[src/rtl/rv32_pc_unit.sv]
// rv32_pc_unit: fetch-stage program counter for the rv32 core.
// Holds the fetch PC, steps it sequentially, and takes trap vectors and
// branch/jump redirects. A redirect that arrives while fetch is stalled is
// parked in a one-entry pending slot and applied once the stall lifts.
// Targets are aligned on load, and misaligned redirect targets are flagged.
// Optional feature macro: RV32_PC_COMPRESSED_EN adds the compressed_i port,
// selects a 2- or 4-byte step and relaxes alignment to 16 bits.
module rv32_pc_unit #(
    parameter int              XLEN         = 32,
    parameter logic [XLEN-1:0] RESET_VECTOR = '0,
    parameter bit              ALIGN_CHECK  = 1'b1
) (
    input  logic            clk,
    input  logic            reset_n,
    input  logic            stall_i,
    input  logic            redirect_i,
    input  logic [XLEN-1:0] redirect_pc_i,
    input  logic            trap_i,
    input  logic [XLEN-1:0] trap_vec_i,
`ifdef RV32_PC_COMPRESSED_EN
    input  logic            compressed_i,
`endif
    output logic [XLEN-1:0] pc_o,
    output logic [XLEN-1:0] pc_plus_o,
    output logic            pc_valid_o,
    output logic            misalign_o
);

    // Address bits that must be zero for a legal fetch target.
`ifdef RV32_PC_COMPRESSED_EN
    localparam logic [XLEN-1:0] ALIGN_MASK = {{(XLEN-1){1'b0}}, 1'b1};
`else
    localparam logic [XLEN-1:0] ALIGN_MASK = {{(XLEN-2){1'b0}}, 2'b11};
`endif

    logic [XLEN-1:0] pc_q, pc_d;
    logic            valid_q, valid_d;
    logic            mis_q, mis_d;
    logic            pend_v_q, pend_v_d;
    logic [XLEN-1:0] pend_pc_q, pend_pc_d;
    logic            pend_mis_q, pend_mis_d;

    logic [XLEN-1:0] step;
    logic [XLEN-1:0] redir_aligned;
    logic            redir_mis;

    // Sequential increment: 4 bytes, or 2 for a compressed instruction.
    always_comb begin
`ifdef RV32_PC_COMPRESSED_EN
        step = compressed_i ? XLEN'(2) : XLEN'(4);
`else
        step = XLEN'(4);
`endif
    end

    assign pc_plus_o     = pc_q + step;
    assign redir_aligned = redirect_pc_i & ~ALIGN_MASK;
    assign redir_mis     = ALIGN_CHECK && ((redirect_pc_i & ALIGN_MASK) != '0);

    // Next-PC selection: trap > redirect (park if stalled) > pending > stall > step.
    always_comb begin
        // NOTE: every output gets a default first so no path leaves a latch behind.
        pc_d       = pc_q;
        valid_d    = 1'b1;
        mis_d      = 1'b0;
        pend_v_d   = pend_v_q;
        pend_pc_d  = pend_pc_q;
        pend_mis_d = pend_mis_q;

        if (!valid_q) begin
            // First edge out of reset: fetch RESET_VECTOR, ignore all strobes.
            pc_d = pc_q;
        end else if (trap_i) begin
            pc_d     = trap_vec_i & ~ALIGN_MASK;
            pend_v_d = 1'b0;
        end else if (redirect_i && stall_i) begin
            // Misalignment is judged now and reported when the entry is applied.
            pend_pc_d  = redir_aligned;
            pend_mis_d = redir_mis;
            pend_v_d   = 1'b1;
        end else if (redirect_i) begin
            pc_d     = redir_aligned;
            mis_d    = redir_mis;
            pend_v_d = 1'b0;
        end else if (pend_v_q && !stall_i) begin
            pc_d     = pend_pc_q;
            mis_d    = pend_mis_q;
            pend_v_d = 1'b0;
        end else if (stall_i) begin
            pc_d = pc_q;
        end else begin
            pc_d = pc_plus_o;
        end
    end

    // State registers; reset also empties the pending slot.
    always_ff @(posedge clk or negedge reset_n) begin
        if (!reset_n) begin
            pc_q       <= RESET_VECTOR;
            valid_q    <= 1'b0;
            mis_q      <= 1'b0;
            pend_v_q   <= 1'b0;
            pend_pc_q  <= '0;
            pend_mis_q <= 1'b0;
        end else begin
            // NOTE: non-blocking so every register samples the pre-edge values of the others.
            pc_q       <= pc_d;
            valid_q    <= valid_d;
            mis_q      <= mis_d;
            pend_v_q   <= pend_v_d;
            pend_pc_q  <= pend_pc_d;
            pend_mis_q <= pend_mis_d;
        end
    end

    assign pc_o       = pc_q;
    assign pc_valid_o = valid_q;
    assign misalign_o = mis_q;

endmodule

[config.mk]
export PLATFORM = sky130hd
export DESIGN_NAME = rv32_pc_unit
export DESIGN_NICKNAME = d
export VERILOG_FILES = /design/src/rtl/rv32_pc_unit.sv
export SDC_FILE = /design/constraint.sdc
export NUM_CORES = 1
export LEC_CHECK = 0
export CORE_ASPECT_RATIO = 0.8
export CORE_MARGIN = 4
export CORE_UTILIZATION = 50
export CTS_CLUSTER_DIAMETER = 30
export CTS_CLUSTER_SIZE = 20
export DETAILED_ROUTE_END_ITERATION = 16
export PLACE_DENSITY = 0.86
export SLEW_MARGIN = 15
export SYNTH_ARGS = -nofsm -noshare
export SYNTH_HDL_FRONTEND = slang
export SYNTH_SLANG_ARGS = --single-unit
[constraint.sdc]
create_clock -name clk -period 3.8 [get_ports clk]
set_clock_uncertainty 0.15 [all_clocks]
set_input_delay 1.14 -clock clk [delete_from_list [all_inputs] [get_ports clk]]
set_output_delay 1.14 -clock clk [all_outputs]
set_load 0.02 [all_outputs]
port_trees.png
Scale: 4 px per µm.
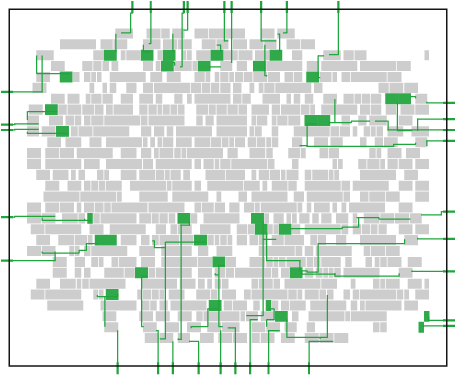
pc_plus_o: marked green, bits 32, direction output, edge 9 east, 9 south, 9 north, 5 west, end cells 32, buffers 30, wire 777 µm.

route_heat.png
Scale: 3 px per µm. The die is cut into 22 by 18 equal tiles; dark blue is low, red is high, scaled to the fullest tile. Values are wire area over tile area, all layers added.
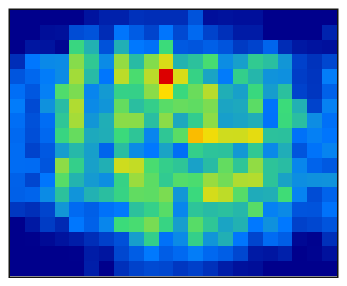
The fullest tile reaches 0.85. The emptiest ninth of the die: south-west. 11% of the tiles are nearly empty. 16% of the tiles are over half the peak. The mean over all tiles is 0.25.

placed.png
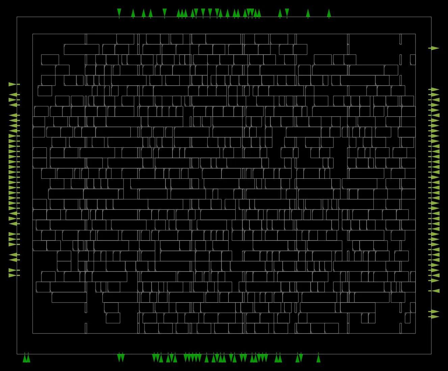
post-layout util: 0.732
Seq area share: 0.275
Tap Cells: 108

==> impl_metrics.env <==
# source this file to load flow results
export IMPL_drtIter0Drc=396
export IMPL_hpwl_um=10200
export IMPL_drive_above_1_share=0.157
export IMPL_slew_violations=0
export IMPL_top_cell="dfrtp_1"
export IMPL_clk_pin_slew_worst_paths_ns=0.07
export IMPL_relSlewSlack=0.475
export IMPL_synthTopCellsByArea="dfrtp_1 39%, mux2_2 7.7%, o21ai_0 4.5%"
export IMPL_netlist_area_leader_share=0.392
export IMPL_p_comb_mw=0.926
export IMPL_routedWlPerCell_um=19.8
export IMPL_clock_area_frac=0.0297
export IMPL_met2WireLength_um=6650
export IMPL_cts_resized=13
export IMPL_top_cells_by_count="64 x dfrtp_1, 41 x nand2_1, 37 x o21ai_0"
export IMPL_rsz0062_at_grt="false"
export IMPL_worstMarginPinSlew_ns=0.785
export IMPL_leakage_nw=2.46
export IMPL_final_area_um2=5810
export IMPL_clock_buffers=12
export IMPL_edf_count=0
export IMPL_largest_class="multi-input combinational cells"
export IMPL_maxCapViolCount=0
export IMPL_synthAoiAreaFrac=0.200
export IMPL_hold_violations=0
export IMPL_reg2regPathDepth=7
export IMPL_bufAreaShareNonClock=0.269
export IMPL_inverters_excl_clock=9
export IMPL_fp_dieH_um=88.8
export IMPL_grt_busiest_layer="met2"
export IMPL_cp_data_required_time_ns=2.51
export IMPL_syn_area_um2=4080
export IMPL_place_ws_ns=0.160
export IMPL_r2r_setup_slack_ns=1.50
export IMPL_n_antenna_cell=0
export IMPL_avgViaCountPerCell=6.22
export IMPL_dieWidth_um=109
export IMPL_dpl_cell_count=698
export IMPL_buffers=164
export IMPL_crit_type="reg2out"
export IMPL_ys_flop_type="dfrtp_1"
export IMPL_rows=29
export IMPL_dpl_cell_area_um2=5600
export IMPL_htree_levels=3
export IMPL_cts_buffers=9
export IMPL_slowest_stage="dfrtp_1"
export IMPL_path_cells="ha_2 > nand3_2 > nor4_4 > buf_4 > nand4_1 > xnor2_1 > dlygate4sd2_1"
export IMPL_antenna_found_initial=0
export IMPL_mux_share=0.0821
export IMPL_dieArea_um2=9680
export IMPL_power_switching_mw=0.867
export IMPL_fillers=572
export IMPL_fp_util=0.514
export IMPL_crit_path_end="pc_plus_o[30]"
export IMPL_place_congestion=0.878
export IMPL_final_layout_top_logic_cells="106 x clkdlybuf4s50_1, 64 x dfrtp_1, 41 x nand2_1"
export IMPL_synthCells=463
export IMPL_fin_ws_ns=0.118
export IMPL_logic_gate_count=355
export IMPL_drcViolationCount=0
export IMPL_ant_nets=0
export IMPL_worst_path_stages=7
export IMPL_final_seq_area_um2=1600
export IMPL_worst_path_buf_inv=2
export IMPL_clock_sinks=64
export IMPL_switching_share=0.364
export IMPL_top_logic_kind="simple AND/OR/NAND/NOR gates"
export IMPL_tns_ns=0
export IMPL_cts_tree="built"
export IMPL_holdCritStartpoint="pend_pc_q[8]"
export IMPL_synthDistinctLibCells=59
export IMPL_cp_top_family="simple AND/OR/NAND/NOR gates"
export IMPL_final_cells=715
export IMPL_use_met3=0.0708
export IMPL_max_freq_mhz=272
export IMPL_clockBufferDepth=2
export IMPL_combPwrFrac=0.388
export IMPL_seqPwrFrac=0.384
export IMPL_hold_buffers=0
export IMPL_maxUsedRoutingLayer="met4"
export IMPL_outcome="finished, final reports clean"
export IMPL_warnings=28
export IMPL_pg_clk_mw=0.543
export IMPL_ys_flops=64
export IMPL_startpoint="pc_o[2]"
export IMPL_grt_pass1_wl_um=21800
export IMPL_postSynthSeqShare=0.392
export IMPL_gr_total_overflow=0
export IMPL_crit_path_start_kind="flip-flop"
export IMPL_post_cts_buffers=1
export IMPL_simple_gate_area_frac=0.214
export IMPL_io_pins=135
export IMPL_power_density_nw_per_um2=410
export IMPL_clock_latency_ns=0.35
export IMPL_numPortBuffers=128
export IMPL_slowest_delay_ns=0.45
export IMPL_cp_data_arrival_time_ns=2.39
export IMPL_comb_area_um2=2310
export IMPL_use_met2=0.476
export IMPL_worst_path_max_fanout=6
export IMPL_reg2reg_to="pc_o[26]"
export IMPL_comb_cell_share=0.397
